Fig. 1: run 1, met1 routing
Supply wires on this layer in grey.
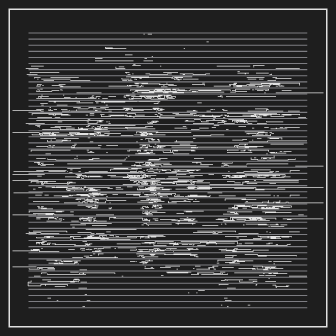
Fig. 2: run 1, signal wires on met2
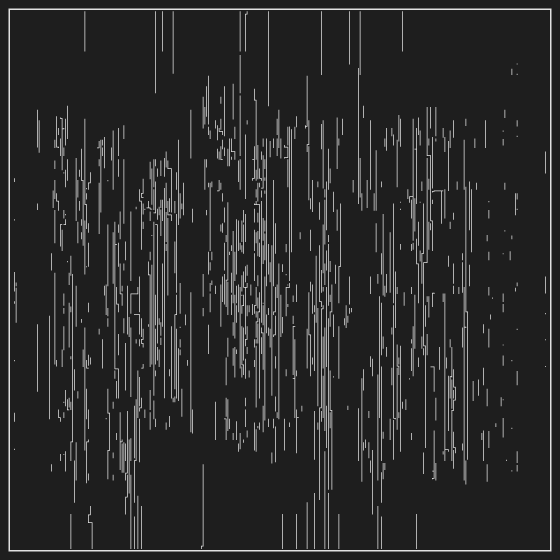
Fig. 3: run 1, signal wires on met3
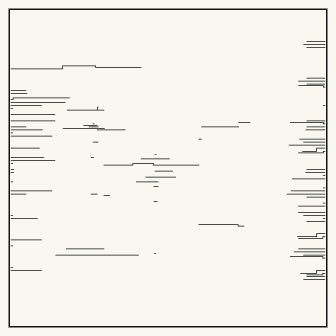
File: config.mk
export PLATFORM = sky130hd
export DESIGN_NAME = imem_loader
export DESIGN_NICKNAME = d
export VERILOG_FILES = /design/src/rtl/imem_loader_pkg.sv /design/src/rtl/imem_word_packer.sv /design/src/rtl/imem_loader.sv
export SDC_FILE = /design/constraint.sdc
export NUM_CORES = 1
export LEC_CHECK = 0
export CORE_MARGIN = 8
export CORE_UTILIZATION = 30
export CTS_BUF_LIST = sky130_fd_sc_hd__clkbuf_2 sky130_fd_sc_hd__clkbuf_4 sky130_fd_sc_hd__clkbuf_8
export DETAILED_ROUTE_END_ITERATION = 7
export PLACE_DENSITY_LB_ADDON = 0.12
export SETUP_SLACK_MARGIN = 0.02
export SLEW_MARGIN = 20
export SYNTH_ARGS = -nofsm -noshare
export SYNTH_HDL_FRONTEND = slang
export SYNTH_HIERARCHICAL = 1
export SYNTH_SLANG_ARGS = --single-unit
File: constraint.sdc
create_clock -name clk -period 3 [get_ports clk]
set_clock_uncertainty 0.2 [all_clocks]
set_input_delay 0.3 -clock clk [delete_from_list [all_inputs] [get_ports clk]]
set_output_delay 0.3 -clock clk [all_outputs]
set_load 0.02 [all_outputs]
File: src/rtl/imem_loader_pkg.sv
// Shared types and constants for the instruction-memory program loader.
package imem_loader_pkg;

  // Loader states. CSUM is only reachable when IMEM_LOADER_CHECKSUM_EN is defined.
  typedef enum logic [2:0] {
    ST_IDLE,
    ST_HDR0,
    ST_HDR1,
    ST_DATA,
    ST_CSUM,
    ST_DONE,
    ST_ERR
  } state_t;

  // Width of the little-endian word-count header.
  localparam int HDR_W = 16;

  // Bytes per instruction word.
  localparam int WORD_BYTES = 4;

  // Byte address of a given word index relative to a base address.
  function automatic logic [31:0] word_byte_addr(input logic [31:0] base,
                                                 input logic [HDR_W-1:0] idx);
    return base + (32'(idx) * 32'(WORD_BYTES));
  endfunction

endpackage

File: src/rtl/imem_word_packer.sv
// Little-endian byte-to-word packer. Each accepted byte lands in its own
// lane; on the fourth byte a registered one-cycle word_valid pulse is raised
// alongside the assembled word. Cleared synchronously by 'clear'.
module imem_word_packer
  import imem_loader_pkg::*;
(
  input  logic        clk,
  input  logic        rst_n,
  input  logic        clear,
  input  logic        byte_valid,
  input  logic [7:0]  byte_data,
  output logic [1:0]  byte_idx,
  output logic        word_valid,
  output logic [31:0] word_data
);

  logic [1:0] byte_idx_reg;
  logic       word_valid_reg;
  logic [7:0] lane_reg [WORD_BYTES];

  // Byte index walks 0..3 per accepted byte; word pulse fires after byte 3.
  always_ff @(posedge clk or negedge rst_n) begin
    if (!rst_n) begin
      byte_idx_reg   <= 2'd0;
      word_valid_reg <= 1'b0;
    end else begin
      word_valid_reg <= 1'b0;
      if (clear) begin
        byte_idx_reg <= 2'd0;
      end else if (byte_valid) begin
        byte_idx_reg   <= byte_idx_reg + 2'd1;
        word_valid_reg <= (byte_idx_reg == 2'd3);
      end
    end
  end

  genvar gi;
  generate
    for (gi = 0; gi < WORD_BYTES; gi++) begin : g_lane
      // Capture the byte destined for this lane (byte 0 -> bits [7:0]).
      always_ff @(posedge clk or negedge rst_n) begin
        if (!rst_n) begin
          lane_reg[gi] <= 8'h00;
        end else if (clear) begin
          lane_reg[gi] <= 8'h00;
        end else if (byte_valid && (byte_idx_reg == 2'(gi))) begin
          lane_reg[gi] <= byte_data;
        end
      end
      assign word_data[8*gi +: 8] = lane_reg[gi];
    end
  endgenerate

  assign byte_idx   = byte_idx_reg;
  assign word_valid = word_valid_reg;

endmodule

File: src/rtl/imem_loader.sv
// Framed byte-stream program loader: header (16-bit word count, LE), then
// N little-endian words written to instruction memory at word-aligned
// addresses, holding the core in reset while loading.
// Optional trailing XOR checksum byte: define IMEM_LOADER_CHECKSUM_EN.
module imem_loader
  import imem_loader_pkg::*;
#(
  parameter int          DEPTH     = 64,
  parameter logic [31:0] BASE_ADDR = 32'h0000_0000
) (
  input  logic        clk,
  input  logic        rst_n,
  input  logic        start,
  input  logic        in_valid,
  input  logic [7:0]  in_data,
  output logic        in_ready,
  output logic        we,
  output logic [31:0] waddr,
  output logic [31:0] wdata,
  output logic        cpu_hold,
  output logic        done,
  output logic        err,
  output logic [15:0] words_loaded
);

  localparam logic [HDR_W-1:0] DEPTH_N = HDR_W'(DEPTH);

  state_t           state_reg;
  logic [HDR_W-1:0] count_reg;
  logic [HDR_W-1:0] word_idx_reg;
  logic [31:0]      waddr_reg;
  logic             cpu_hold_reg;
  logic             done_reg;
  logic             err_reg;
`ifdef IMEM_LOADER_CHECKSUM_EN
  logic [7:0]       csum_reg;
`endif

  logic             xfer;
  logic             start_ok;
  logic             data_byte;
  logic [HDR_W-1:0] hdr_count;
  logic [1:0]       byte_idx;

  assign in_ready  = (state_reg == ST_HDR0) || (state_reg == ST_HDR1) ||
                     (state_reg == ST_DATA) || (state_reg == ST_CSUM);
  assign xfer      = in_valid && in_ready;
  assign start_ok  = start && ((state_reg == ST_IDLE) || (state_reg == ST_DONE) ||
                               (state_reg == ST_ERR));
  assign data_byte = xfer && (state_reg == ST_DATA);
  assign hdr_count = {in_data, count_reg[7:0]};

  imem_word_packer u_packer (
    .clk        (clk),
    .rst_n      (rst_n),
    .clear      (start_ok),
    .byte_valid (data_byte),
    .byte_data  (in_data),
    .byte_idx   (byte_idx),
    .word_valid (we),
    .word_data  (wdata)
  );

  // Frame sequencing, write addressing and registered status outputs.
  always_ff @(posedge clk or negedge rst_n) begin
    if (!rst_n) begin
      state_reg    <= ST_IDLE;
      count_reg    <= '0;
      word_idx_reg <= '0;
      waddr_reg    <= BASE_ADDR;
      cpu_hold_reg <= 1'b0;
      done_reg     <= 1'b0;
      err_reg      <= 1'b0;
`ifdef IMEM_LOADER_CHECKSUM_EN
      csum_reg     <= 8'h00;
`endif
    end else if (start_ok) begin
      state_reg    <= ST_HDR0;
      word_idx_reg <= '0;
      cpu_hold_reg <= 1'b1;
      done_reg     <= 1'b0;
      err_reg      <= 1'b0;
`ifdef IMEM_LOADER_CHECKSUM_EN
      csum_reg     <= 8'h00;
`endif
    end else begin
      case (state_reg)
        ST_HDR0: begin
          if (xfer) begin
            count_reg[7:0] <= in_data;
            state_reg      <= ST_HDR1;
          end
        end
        ST_HDR1: begin
          if (xfer) begin
            count_reg <= hdr_count;
            if (hdr_count > DEPTH_N) begin
              state_reg    <= ST_ERR;
              err_reg      <= 1'b1;
              cpu_hold_reg <= 1'b0;
            end else if (hdr_count == '0) begin
`ifdef IMEM_LOADER_CHECKSUM_EN
              state_reg    <= ST_CSUM;
`else
              state_reg    <= ST_DONE;
              done_reg     <= 1'b1;
              cpu_hold_reg <= 1'b0;
`endif
            end else begin
              state_reg <= ST_DATA;
            end
          end
        end
        ST_DATA: begin
          if (xfer) begin
`ifdef IMEM_LOADER_CHECKSUM_EN
            csum_reg <= csum_reg ^ in_data;
`endif
            if (byte_idx == 2'd3) begin
              waddr_reg    <= word_byte_addr(BASE_ADDR, word_idx_reg);
              word_idx_reg <= word_idx_reg + 1'b1;
              if (word_idx_reg == count_reg - 1'b1) begin
`ifdef IMEM_LOADER_CHECKSUM_EN
                state_reg    <= ST_CSUM;
`else
                state_reg    <= ST_DONE;
                done_reg     <= 1'b1;
                cpu_hold_reg <= 1'b0;
`endif
              end
            end
          end
        end
`ifdef IMEM_LOADER_CHECKSUM_EN
        ST_CSUM: begin
          if (xfer) begin
            cpu_hold_reg <= 1'b0;
            if (in_data == csum_reg) begin
              state_reg <= ST_DONE;
              done_reg  <= 1'b1;
            end else begin
              state_reg <= ST_ERR;
              err_reg   <= 1'b1;
            end
          end
        end
`endif
        default: begin
        end
      endcase
    end
  end

  assign waddr        = waddr_reg;
  assign cpu_hold     = cpu_hold_reg;
  assign done         = done_reg;
  assign err          = err_reg;
  assign words_loaded = word_idx_reg;

endmodule

==> flow_summary_export.csv, run 1 <==
group,metric,value,unit
pwr,power_leakage,2.70,nW
die,dieArea,19800,sq um
cells_and_area,final_layout_size_suffix_gt1_frac,0.0889,
synthesis,ys_warn_count,6,
final_timing,finalClockPeriodUsage,0.859,
synthesis,top_cell,"dfrtp_1",
die,fp-row-count,45,
synthesis,top_area_frac,0.476,
cells_and_area,layout.nets,566,
die,ioPinCount,97,
synthesis,synth_cell_types,53,
placed_design,hpwl,9150,um
synthesis,yosys_cells,470,
run,log.warning_count,30,
routing,antenna_left,0,
status,status,"finished clean",
grt,grt_pass1_wl,20500,um
die,fp_util,0.307,
synthesis,yosys.area.top_type,"dfrtp_1",
cts,cts_tree,"yes",
synthesis,synthCells,470,
hold_path,min_from,"waddr[15]$_DFFE_PN0P_",
routing,dr_total_vias,3511,
critical_path,worst-path-stages,9,
die,dieWidth,141,um
final_timing,worst_slew_pin_slew,0.962,ns
synthesis,edf_count,0,
placed_design,place_ws,0.449,ns
synthesis,synth-main-ff-cell,"dfrtp_1",
About Fig. 1:
The wires run mostly horizontal. 486 nets have wire on it. The layer carries 5650 um of wire. The longest straight run is 30.8 um.

About Fig. 2:
The layer carries 5610 um of wire. The layer holds 45% of the routed length.

About Fig. 3:
The wires run mostly horizontal. The layer carries 987 um of wire. The longest straight run is 36.8 um. 82 nets have wire on it. The layer holds 7.9% of the routed length.

==> run 1: power breakdown <==
group	switching, mW	internal [mW]	leakage [nW]	total, mW
Combinational	1.06	0.989	1.43	2.05
Clock	0.455	0.385	0.0957	0.840
Sequential	0.381	1.54	1.18	1.93
Total	1.89	2.92	2.70	4.81
==> run 1: worst min-delay path, cell delays in order, from the launching register on <==
cell and delay (ns):
dfrtp_1 0.36, nand2_1 0.05, nand2_1 0.05
==> run 1: routing by layer <==
| layer | GRT usage | share of wire |
|---|---|---|
| met3 | 0.0473 | 0.079 |
| met2 | 0.205 | 0.45 |
| met5 | 0 | 0 |
| met4 | 0.0486 | 0.020 |
| met1 | 0.159 | 0.45 |
==> run 1: timing repair <==
item                                    4_1_cts  5_1_grt
endpoints found under the setup margin        0        0
hold buffers                                  1        0
hold endpoints to repair                     71        0
==> run 1: layout by cell type (no fill, tap or decap), drive strengths merged, types with 4 or more instances in the layout <==
cell,instances
a21oi,4
and2,4
and3,13
buf,10
clkbuf,9
clkdlybuf4s50,79
conb,16
dfrtp,89
ha,7
inv,11
mux2,12
mux2i,36
nand2,80
nand2b,48
nand3,8
nand4,7
nor2,26
nor3,5
nor4,6
o21ai,20
xnor2,13
xor2,16
==> run 1: kinds of logic after synthesis <==
| kind of cell | synth area share |
|---|---|
| adder cells (fa/ha/maj) | 0.0187 |
| other | 0.000802 |
| buffers and inverters | 0.0578 |
| AND/OR/NAND/NOR | 0.230 |
| flip-flops | 0.476 |
| multiplexers | 0.106 |
| AND-OR/OR-AND | 0.0557 |
| XOR/XNOR | 0.0543 |
==> run 1: how the worst max path moves through the flow <==
stage                             startpoint                        to  slack [ns]
floorplan           count_reg[0]$_DFFE_PN0P_  state_reg[2]$_DFFE_PN0P_        0.62
global placement                  in_data[4]  state_reg[2]$_DFFE_PN0P_        0.50
detailed placement                in_data[1]  state_reg[2]$_DFFE_PN0P_        0.45
CTS                 count_reg[0]$_DFFE_PN0P_  state_reg[2]$_DFFE_PN0P_        0.43
global route        count_reg[0]$_DFFE_PN0P_  state_reg[2]$_DFFE_PN0P_        0.24
finish              count_reg[0]$_DFFE_PN0P_  state_reg[2]$_DFFE_PN0P_        0.42
==> run 1: cell type report <==
| type | instances | area [sq um] | area share |
|---|---|---|---|
| clock inverter | 6 | 68.8 | 0.0119 |
| sequential | 89 | 2230 | 0.384 |
| inverter | 10 | 37.5 | 0.00647 |
| multi-input combinational | 347 | 2230 | 0.385 |
| clock buffer | 9 | 124 | 0.0214 |
| tap | 188 | 235 | 0.0405 |
| timing repair buffer | 90 | 876 | 0.151 |
==> run 1: stage by stage <==
| stage | power [mW] | instance area [sq um] |
|---|---|---|
| floorplan | 3.22 | 4730 |
| global placement | 3.99 | 5600 |
| detailed placement | 4.01 | 5600 |
| CTS | 4.88 | 5800 |
| global route | 5.14 | 5800 |
| finish | 4.81 | 5800 |
==> run 2: changes to the inputs <==
CELL_PAD_IN_SITES_DETAIL_PLACEMENT = 1   (was default)
CELL_PAD_IN_SITES_GLOBAL_PLACEMENT = 1   (was default)
Fig. 4: run 2, clock routing
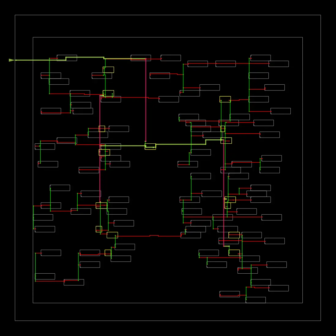
Seq Cell Count: 89
Clock group: 806 uW
# clk buffers: 12
clk_lat worst skew: 0.37 ns

Fig. 5: run 2, the metal 4 layer
Scale bar: 50 um. Supply wires on this layer in grey. Cells faint in the background.
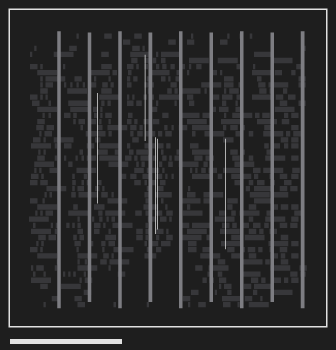
The longest straight run is 49.0 um. The layer holds 1.7% of the routed length. 4 nets have wire on it. The layer carries 219 um of wire. The wires run mostly vertical.

Fig. 6: run 2, met1 routing
Supply wires on this layer in grey.
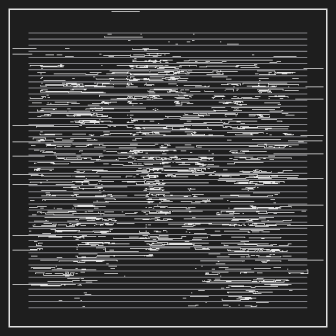
The wires run mostly horizontal. The layer carries 6240 um of wire. 487 nets have wire on it.

==> flow_summary_export.csv, run 2 <==
group,metric,value,unit
die,dieArea,19800,sq um
synthesis,yosys_area,4670,sq um
cells_and_area,final_cell_mix,"89 x dfrtp_1, 79 x clkdlybuf4s50_1, 78 x nand2_1",
die,fp_util,0.307,
synthesis,ys_warn_count,6,
routing,antenna_left,0,
synthesis,top_area_frac,0.476,
synthesis,post_synth_and_or_nand_nor_area_fraction,0.230,
synthesis,ys_sh_adder,0.0187,
cells_and_area,final_layout_size_suffix_gt1_frac,0.0889,
run,log.warning_count,30,
cts,cts_tree,"yes",
pwr,netSwitchingPower,1.92,mW
pwr,p_int,2.89,mW
synthesis,top_cell,"dfrtp_1",
placed_design,hpwl,9800,um
grt,grt_pass1_wl,21800,um
synthesis,synth-main-ff-cell,"dfrtp_1",
pwr,power_leakage,2.70,nW
synthesis,ys.flops,89,
cells_and_area,layout.nets,565,
pwr,clkPwrFrac,0.167,
die,dieWidth,141,um
synthesis,edf_count,0,
synthesis,synthCells,470,
synthesis,mux_share,0.106,
synthesis,yosys_cells,470,
pwr,switching_share,0.399,
synthesis,synth.cellmix.compoundShare,0.0557,
pwr,seqPwrFrac,0.402,
routing,wl,13200,um
final_timing,finalClockPeriodUsage,0.866,
pwr,combPwrFrac,0.430,
synthesis,top_logic_kind,"simple AND/OR/NAND/NOR gates",
cells_and_area,final_area,5800,sq um
synthesis,synth_cell_types,53,
cells_and_area,lay_top_count,"dfrtp_1",
synthesis,yosys.area.top_type,"dfrtp_1",
status,status,"finished clean",
die,ioPinCount,97,
synthesis,xor_share,0.0543,
-- run 2: cell counts after synthesis --
Identical to the previous run, type by type.
-- run 2: logic make-up (layout without fill, tap and decap cells) --
logic type | after synthesis | count (layout)
simple gates | 207 | 207
flops | 89 | 89
buf+inv | 49 | 115
mux | 48 | 48
compound gates | 40 | 40
xor+xnor | 29 | 29
fa+ha+maj | 7 | 7
other cells | 1 | 16
-- run 2: worst paths after layout --
kind	start	to	slack (ns)	cells after the start
worst max-delay path	count_reg[0]$_DFFE_PN0P_	state_reg[2]$_DFFE_PN0P_	0.40	9
worst min-delay path	waddr[12]$_DFFE_PN0P_	waddr[12]$_DFFE_PN0P_	0.28	2
worst max register to register	count_reg[0]$_DFFE_PN0P_	state_reg[2]$_DFFE_PN0P_	0.40	9
worst min register to register	waddr[12]$_DFFE_PN0P_	waddr[12]$_DFFE_PN0P_	0.28	2
max in group asynchronous	rst_n	words_loaded[14]$_DFFE_PN0P_	1.61	3
min in group asynchronous	rst_n	u_packer/word_data[11]$_DFFE_PN0P_	0.29	2
-- run 2: per-stage QoR --
step | utilization | power [mW] | hold WS (ns) | setup WS, ns
finish | 0.382 | 4.81 | 0.285 | 0.402
global route | 0.382 | 5.16 | 0.317 | 0.165
CTS | 0.382 | 4.89 | 0.292 | 0.397
detailed placement | 0.369 | 4.05 | 0.178 | 0.407
global placement | 0.369 | 4.00 | 0.167 | 0.495
floorplan | - | 3.22 | -0.196 | 0.624
-- run 2: what timing repair did --
action                                 CTS  global route
hold buffers                             1             0
endpoints found under the hold margin   46             0
setup buffers                            0             0
-- run 2: metal layers --
metal | vias up | global-route usage | share of wire
met3 | 13 | 0.0381 | 0.055
met1 | 1724 | 0.175 | 0.47
met5 | - | 0 | 0
met4 | 0 | 0.0515 | 0.017
met2 | 75 | 0.222 | 0.46
li1 | 1684 | - | -
-- run 2: worst max-delay path, stage by stage (launching register included) --
cell and delay (ns):
dfrtp_1 0.45, inv_1 0.11, ha_1 0.31, o21ba_2 0.23, a221oi_1 0.29, a41oi_1 0.10, nor4_2 0.29, nand4_1 0.18
o21ai_2 0.21, and3_1 0.17
-- run 2: area by class of cell --
type	instances	area, sq um
tap	188	235
fill	1733	9400
multi-input combinational	347	2230
timing repair buffer	89	881
inverter	10	37.5
clock buffer	12	159
clock inverter	4	27.5
sequential	89	2230
-- run 2: power groups by stage --
stage	combinational [mW]	sequential (mW)	clock, mW
finish	2.07	1.94	0.806
global route	2.27	2.01	0.884
CTS	2.11	1.94	0.844
detailed placement	2.09	1.96	0
global placement	2.05	1.95	0
floorplan	1.15	2.07	0
==> run 3: changes to the inputs <==
DONT_BUFFER_PORTS = 1   (was default)
clock period = 2.5 ns   (was 3 ns; I/O delays follow)
Fig. 7: run 3, clock routing
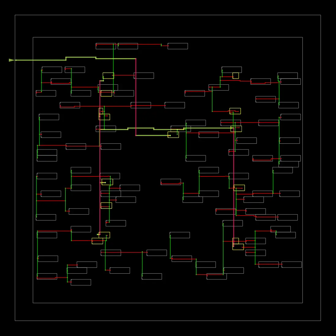
Num CTS Buffers: 9
CTS Sinks: 89
clk_lat worst skew: 0.36 ns

Fig. 8: run 3, met1 routing
Supply wires on this layer in grey.
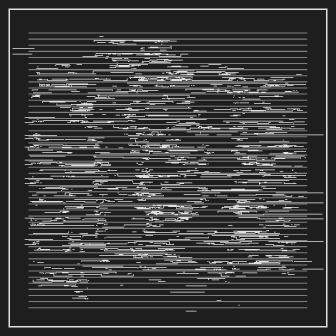
470 nets have wire on it. The wires run mostly horizontal. The layer carries 6090 um of wire. The longest straight run is 62.6 um. The layer holds 45% of the routed length.

Fig. 9: run 3, signal wires on met3
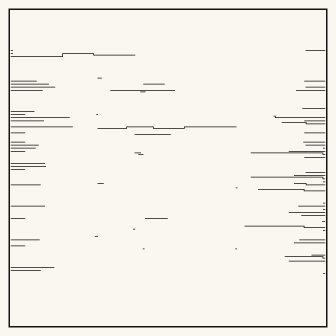
68 nets have wire on it. The layer carries 940 um of wire. The wires run mostly horizontal.

==> flow_summary_export.csv, run 3 <==
group,metric,value,unit
synthesis,synth-main-ff-cell,"dfrtp_1",
placed_design,hpwl,9710,um
cells_and_area,lay_top_count,"dfrtp_1",
synthesis,synthCells,470,
routing,wl,13600,um
die,fp_util,0.307,
critical_path,cpMaxStageDelayCell,"dfrtp_1",
cells_and_area,layout.nets,518,
routing,dr_total_vias,3352,
synthesis,yosys_area,4670,sq um
status,status,"finished, violations left",
cts,ctsHoldBuffers,10,
die,ioPinCount,97,
placed_design,postPlaceCellArea,4960,sq um
synthesis,yosys.area.top_type,"dfrtp_1",
pwr,power_leakage,2.58,nW
die,fp-row-count,45,
final_timing,setup_slack,0.176,ns
synthesis,ys_warn_count,6,
grt,grt_pass1_wl,21800,um
critical_path,worstSetupStartpoint,"count_reg[0]$_DFFE_PN0P_",
synthesis,synth_cell_types,53,
run,log.warning_count,33,
cells_and_area,utilization,0.349,
cts,cts_tree,"yes",
critical_path,r2r_cells,9,
synthesis,top_area_frac,0.476,
critical_path,rrSetupSlack,0.18,ns
synthesis,yosys_cells,470,
synthesis,ys.flops,89,
routing,antenna_left,0,
cells_and_area,final_cell_mix,"89 x dfrtp_1, 78 x nand2_1, 48 x nand2b_1",
critical_path,crit-reg2reg-launch,"count_reg[0]$_DFFE_PN0P_",
cells_and_area,nFillCells,1759,
status,violations,"hold timing",
cells_and_area,final_layout_size_suffix_gt1_frac,0.149,
final_timing,hold_slack,-0.627,ns
die,dieArea,19800,sq um
final_timing,finalHoldViolCount,89,
critical_path,r2r_end,"state_reg[2]$_DFFE_PN0P_",
synthesis,edf_count,0,
==> run 3: cell counts after synthesis <==
Identical to the previous run, type by type.
==> run 3: cell families after synthesis <==
kind of cell | after synthesis | synth area share
flops | 89 | 0.476
mux | 48 | 0.106
fa+ha+maj | 7 | 0.0187
other cells | 1 | 0.000802
buf+inv | 49 | 0.0578
simple gates | 207 | 0.230
xor+xnor | 29 | 0.0543
compound gates | 40 | 0.0557
==> run 3: cell type report <==
| class | instances | area (sq um) | share of cell area |
|---|---|---|---|
| clock buffers | 13 | 173 | 0.0326 |
| repair buffers | 42 | 340 | 0.0642 |
| multi-input cells | 347 | 2270 | 0.429 |
| clock inverters | 2 | 12.5 | 0.00236 |
| well taps | 188 | 235 | 0.0444 |
| inverters | 10 | 37.5 | 0.00708 |
| flip-flops and latches | 89 | 2230 | 0.420 |
==> run 3: metal layers <==
| layer | GRT usage | wire (um) | vias to the layer above | share of wire |
|---|---|---|---|---|
| met1 | 0.177 | 6090 | 1662 | 0.45 |
| met2 | 0.229 | 6320 | 82 | 0.46 |
| met3 | 0.0419 | 939 | 16 | 0.069 |
| li1 | - | - | 1592 | - |
| met5 | 0 | 0 | - | 0 |
| met4 | 0.0543 | 293 | 0 | 0.021 |
==> run 3: worst max path at each step <==
stage | end | slack [ns] | cells past startpoint
2_1_floorplan | state_reg[2]$_DFFE_PN0P_ | 0.12 | 10
3_3_place_gp | state_reg[2]$_DFFE_PN0P_ | 0.11 | 7
3_5_place_dp | state_reg[2]$_DFFE_PN0P_ | 0.05 | 9
4_1_cts | state_reg[2]$_DFFE_PN0P_ | 0.02 | 9
5_1_grt | state_reg[2]$_DFFE_PN0P_ | -0.002 | 9
6_report | state_reg[2]$_DFFE_PN0P_ | 0.18 | 9
==> run 3: what timing repair did <==
action	in CTS	in global routing
endpoints found under the setup margin	0	4
gates resized	0	6
hold endpoints to repair	139	89
buffers inserted	0	2
==> run 3: power breakdown <==
part	switching [mW]	internal (mW)	total, mW
Clock	0.528	0.448	0.977
Sequential	0.728	1.85	2.58
Combinational	1.03	0.935	1.97
==> run 3: critical path: cells and delay by family (launching register included) <==
kind | cells | cell delay [ns]
buffers and inverters | 1 | 0.09
flip-flops | 1 | 0.35
AND/OR/NAND/NOR | 3 | 0.65
adder cells (fa/ha/maj) | 1 | 0.19
AND-OR/OR-AND | 4 | 0.78
==> run 3: stage by stage <==
step	instances	setup TNS, ns	power, mW
after floorplan	485	0	3.86
after CTS	689	0	5.54
final	691	0	5.52
after global routing	691	-0.00245	5.92
after global placement	664	0	4.46
after detailed placement	664	0	4.51
No activity file was given, so power comes from the tool's default toggle rates.
